run_1/final_clocks.png
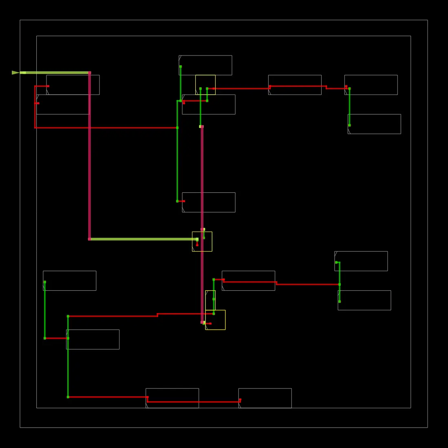
run_1/clock_map.png
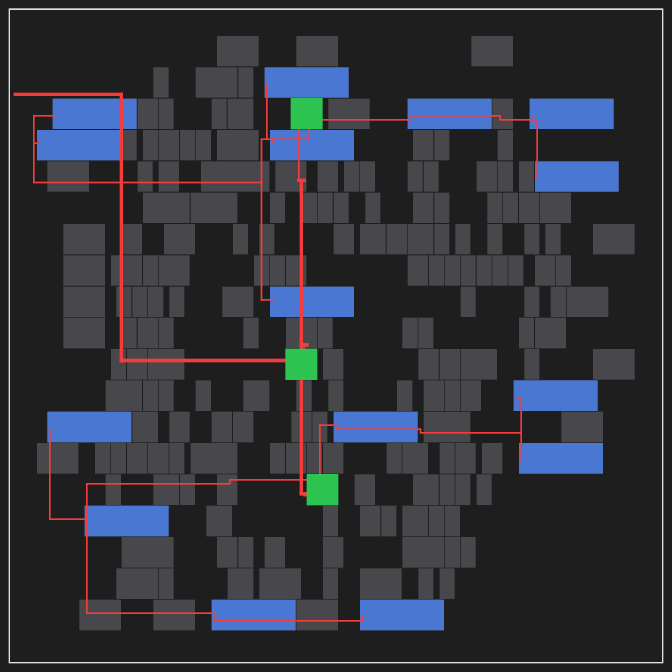
run_1/drive_strength.png
Scale bar: 20 µm.
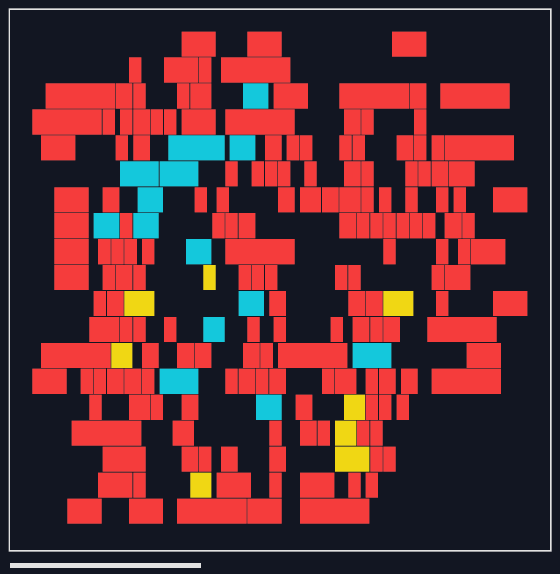
run_1/pins.png
Pins as bars across the die edge, other pins in gray.
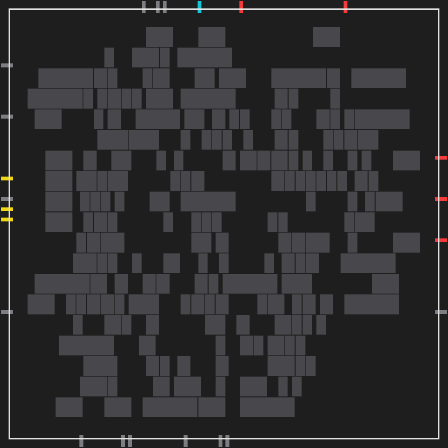
===== config.mk =====
export PLATFORM = sky130hd
export DESIGN_NAME = decodificador_caracter
export DESIGN_NICKNAME = d
export VERILOG_FILES = /design/src/rtl/decodificador_caracter_pkg.sv /design/src/rtl/tabla_base_caracter.sv /design/src/rtl/decodificador_caracter.sv
export SDC_FILE = /design/constraint.sdc
export NUM_CORES = 1
export LEC_CHECK = 0
export ABC_AREA = 1
export CORE_MARGIN = 2
export CORE_UTILIZATION = 40
export DETAILED_ROUTE_END_ITERATION = 7
export SLEW_MARGIN = 20
export SYNTH_ARGS = -nofsm -noshare
export SYNTH_HDL_FRONTEND = slang
export SYNTH_HIERARCHICAL = 1
export SYNTH_SLANG_ARGS = --single-unit

===== constraint.sdc =====
create_clock -name clk -period 2.05 [get_ports clk]
set_clock_uncertainty 0.15 [all_clocks]
set_input_delay 0.205 -clock clk [delete_from_list [all_inputs] [get_ports clk]]
set_output_delay 0.205 -clock clk [all_outputs]
set_load 0.02 [all_outputs]

===== src/rtl/decodificador_caracter_pkg.sv =====
// Shared constants for the character-code encoder/decoder pair: codes, glyph base
// addresses in the character ROM and the decoder FSM state encoding.
package decodificador_caracter_pkg;

  localparam logic [2:0] COD_NONE = 3'b000;
  localparam logic [2:0] COD_L    = 3'b001;
  localparam logic [2:0] COD_N    = 3'b010;
  localparam logic [2:0] COD_C    = 3'b011;
  localparam logic [2:0] COD_D    = 3'b100;
  localparam logic [2:0] COD_S    = 3'b101;
  localparam logic [2:0] COD_V    = 3'b110;

  localparam logic [11:0] ADR_L = 12'h726;
  localparam logic [11:0] ADR_N = 12'h728;
  localparam logic [11:0] ADR_C = 12'h72A;
  localparam logic [11:0] ADR_D = 12'h826;
  localparam logic [11:0] ADR_S = 12'h828;
  localparam logic [11:0] ADR_V = 12'h82A;

  typedef enum logic {
    ST_IDLE   = 1'b0,
    ST_STREAM = 1'b1
  } state_t;

  // Encoder direction: maps a glyph base address back to its character code.
  function automatic logic [2:0] codificar_adr(input logic [11:0] adr);
    logic [2:0] cod;
    cod = COD_NONE;
    case (adr)
      ADR_L:   cod = COD_L;
      ADR_N:   cod = COD_N;
      ADR_C:   cod = COD_C;
      ADR_D:   cod = COD_D;
      ADR_S:   cod = COD_S;
      ADR_V:   cod = COD_V;
      default: cod = COD_NONE;
    endcase
    return cod;
  endfunction

endpackage


===== src/rtl/tabla_base_caracter.sv =====
// Combinational lookup from a 3-bit character code to the glyph base address in the
// character ROM; codes 000 and 111 are flagged as not legal.
module tabla_base_caracter
  import decodificador_caracter_pkg::*;
(
  input  logic [2:0]  code,
  output logic [11:0] base,
  output logic        legal
);

  always_comb begin
    base  = 12'h000;
    legal = 1'b1;
    case (code)
      COD_L:   base = ADR_L;
      COD_N:   base = ADR_N;
      COD_C:   base = ADR_C;
      COD_D:   base = ADR_D;
      COD_S:   base = ADR_S;
      COD_V:   base = ADR_V;
      default: legal = 1'b0;
    endcase
  end

endmodule


===== src/rtl/decodificador_caracter.sv =====
// Character-code decoder: accepts one code at a time and streams WORDS consecutive
// character-ROM addresses {MSB,LSB} for that glyph over a valid/ready interface.
module decodificador_caracter
  import decodificador_caracter_pkg::*;
#(
  parameter int unsigned WORDS = 2
) (
  input  logic       clk,
  input  logic       reset,
  input  logic       code_valid,
  input  logic [2:0] code,
  output logic       code_ready,
  output logic       adr_valid,
  input  logic       adr_ready,
  output logic [4:0] MSB,
  output logic [6:0] LSB,
  output logic       adr_last,
  output logic       err
);

  localparam int unsigned CW = (WORDS > 1) ? $clog2(WORDS) : 1;
  localparam logic [CW-1:0] LAST_CNT = CW'(WORDS - 1);

  state_t          state, state_nxt;
  logic [11:0]     adr, adr_nxt;
  logic [CW-1:0]   cnt, cnt_nxt;
  logic            err_q, err_nxt;
  logic [11:0]     base;
  logic            legal;

  tabla_base_caracter u_tabla (
    .code  (code),
    .base  (base),
    .legal (legal)
  );

  always_ff @(posedge clk) begin
    if (reset) begin
      state <= ST_IDLE;
      adr   <= 12'h000;
      cnt   <= '0;
      err_q <= 1'b0;
    end else begin
      state <= state_nxt;
      adr   <= adr_nxt;
      cnt   <= cnt_nxt;
      err_q <= err_nxt;
    end
  end

  // Illegal codes are consumed in IDLE and only raise a one-cycle err pulse.
  always_comb begin
    state_nxt  = state;
    adr_nxt    = adr;
    cnt_nxt    = cnt;
    err_nxt    = 1'b0;
    code_ready = 1'b0;
    adr_valid  = 1'b0;
    adr_last   = 1'b0;
    case (state)
      ST_IDLE: begin
        code_ready = 1'b1;
        if (code_valid) begin
          if (legal) begin
            adr_nxt   = base;
            cnt_nxt   = '0;
            state_nxt = ST_STREAM;
          end else begin
            err_nxt = 1'b1;
          end
        end
      end
      ST_STREAM: begin
        adr_valid = 1'b1;
        adr_last  = (cnt == LAST_CNT);
        if (adr_ready) begin
          if (adr_last) begin
            state_nxt = ST_IDLE;
          end else begin
            adr_nxt = adr + 12'd1;
            cnt_nxt = cnt + CW'(1);
          end
        end
      end
      default: state_nxt = ST_IDLE;
    endcase
  end

  assign MSB = adr[11:7];
  assign LSB = adr[6:0];
  assign err = err_q;

endmodule


==> summary.txt, run 1 <==
flow finished, numbers: Max Root-Sink Buffers 2, vias in the first global route 985, Max FO, Critical Path 8, layout cell share with drive strength beyond 1 11.2%, PD cells 592 mW/mm², cell row count 19, minimum hold slack 0.324 ns, Worst EP arrival 1.59 ns, Top area cell types dfxtp_1 27%, nand2_1 17%, inv_1 6.1%, Sw Pwr 288 µW, type of the most critical hold path input port to flip-flop, area occupied by multi-input gates 644 µm², status finished clean, CTS Hold Bufs 0, most numerous logic cell after layout nand2_1, WL met3 60 µm, fraction of area in registers 22.3%, Syn Area/Cell 6.29 µm², CLK BUF 4, placed inst area 0.00132 mm², Setup crit start state$_SDFF_PP0_
About final_clocks.png:
total CTS buffers: 3
flop count: 15
reported clock group power: 178 µW
clk latency late pin: 0.29 ns
CTS Sinks: 15

About clock_map.png:
[clock wires] red | length: 260 µm
[flip-flops] blue | count: 15
[cells driving clock nets] green | count: 3
routed clock nets: 4
flops lie: all over the die
clock share of power: 22.4%

About drive_strength.png:
| size | color | cells | share |
|---|---|---|---|
| drive 2 | yellow | 8 | 4.1% |
| drive 3 to 4 | cyan | 14 | 7.1% |
| drive 1 or less | red | 175 | 89% |

About pins.png:
| port | color | pins | direction | edge |
|---|---|---|---|---|
| code | yellow | 3 | input | left |
| err | cyan | 1 | output | top |
| MSB | red | 5 | output | 3 right, 2 top |
all pins by edge: 7 left, 6 bottom, 6 top, 4 right
Die Wd: 56.6 µm
Die Y: 56.6 µm

==> run 1 -> run 2 <==
--- a/config.mk
+++ b/config.mk
@@ -9,6 +9,7 @@
 export CORE_MARGIN = 2
 export CORE_UTILIZATION = 40
 export DETAILED_ROUTE_END_ITERATION = 7
+export SETUP_SLACK_MARGIN = 0.5
 export SLEW_MARGIN = 20
 export SYNTH_ARGS = -nofsm -noshare
 export SYNTH_HDL_FRONTEND = slang
==> summary.txt, run 2 <==
flow finished, numbers: CTS Sinks 15 (unchanged), Crit Reg-Reg Startpoint adr[2]$_SDFFE_PP0P_ (was state$_SDFF_PP0_), CP Capture Type output pin (unchanged), DP Wirelength 1920 µm (unchanged), total CTS buffers 3 (unchanged), Setup crit start state$_SDFF_PP0_ (unchanged), Max Root-Sink Buffers 2 (unchanged), Max FO, Critical Path 7 (was 8), CLK BUF 4 (unchanged), Die Wd 56.6 µm (unchanged), vias in the first global route 1006 (was 985), Max Cap Viol 0 (unchanged), Syn Area/Cell 6.29 µm² (unchanged), clk latency late pin 0.29 ns (about the same), area occupied by multi-input gates 657 µm² (was 644 µm²), Initial Util 41.2% (unchanged), max reg flops 12 (unchanged), layout cell share with drive strength beyond 1 17.6% (was 11.2%), Sw Pwr 294 µW (was 288 µW), status finished clean (unchanged), flop count 15 (unchanged), post-CTS setup buffers 2 (was 0), WL met3 86 µm (was 60 µm), largest class multi-input combinational cells (unchanged), type of the most critical hold path input port to flip-flop (unchanged), CTS Hold Bufs 0 (unchanged), FF-to-FF path depth 7 (was 8), most numerous logic cell after layout nand2_1 (unchanged), cell row count 19 (unchanged), Cell Count, Final, Fillers Out 235 (was 228), PD cells 570 mW/mm² (was 592 mW/mm²), Die Y 56.6 µm (unchanged), Top area cell types dfxtp_1 27%, nand2_1 17%, inv_1 6.1% (unchanged), fraction of area in registers 21.5% (was 22.3%)
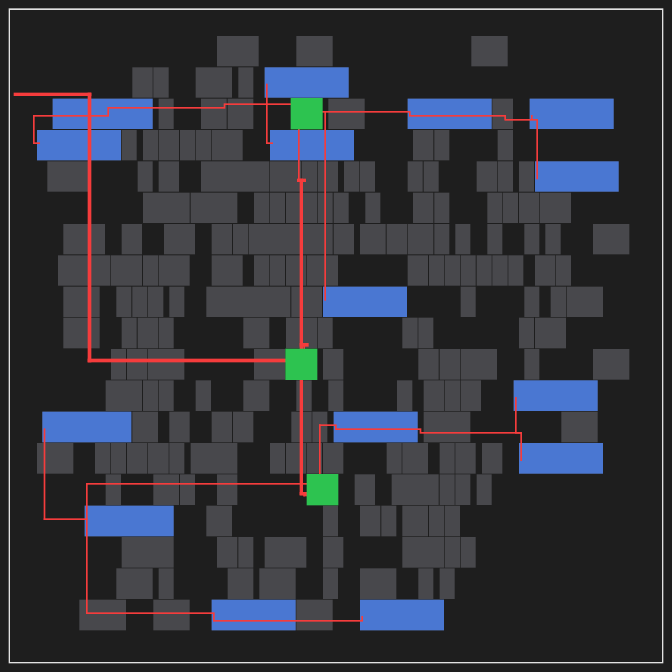
run_2/clock_map.png
[cells driving clock nets] green | count: 3
[flip-flops] blue | count: 15
[clock wires] red | length: 256 µm
routed clock nets: 4
clock share of power: 22.0%

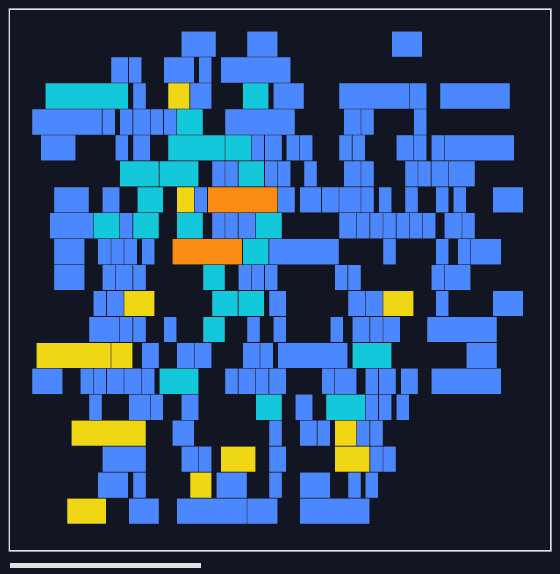
run_2/drive_strength.png
Scale bar: 20 µm.
post-route cell area: 0.00142 mm²
Non-clk bufs: 34
final setup margin: 0.544 ns
Layout area overhead: 28.5%

Power and IR drop assume default switching activity.
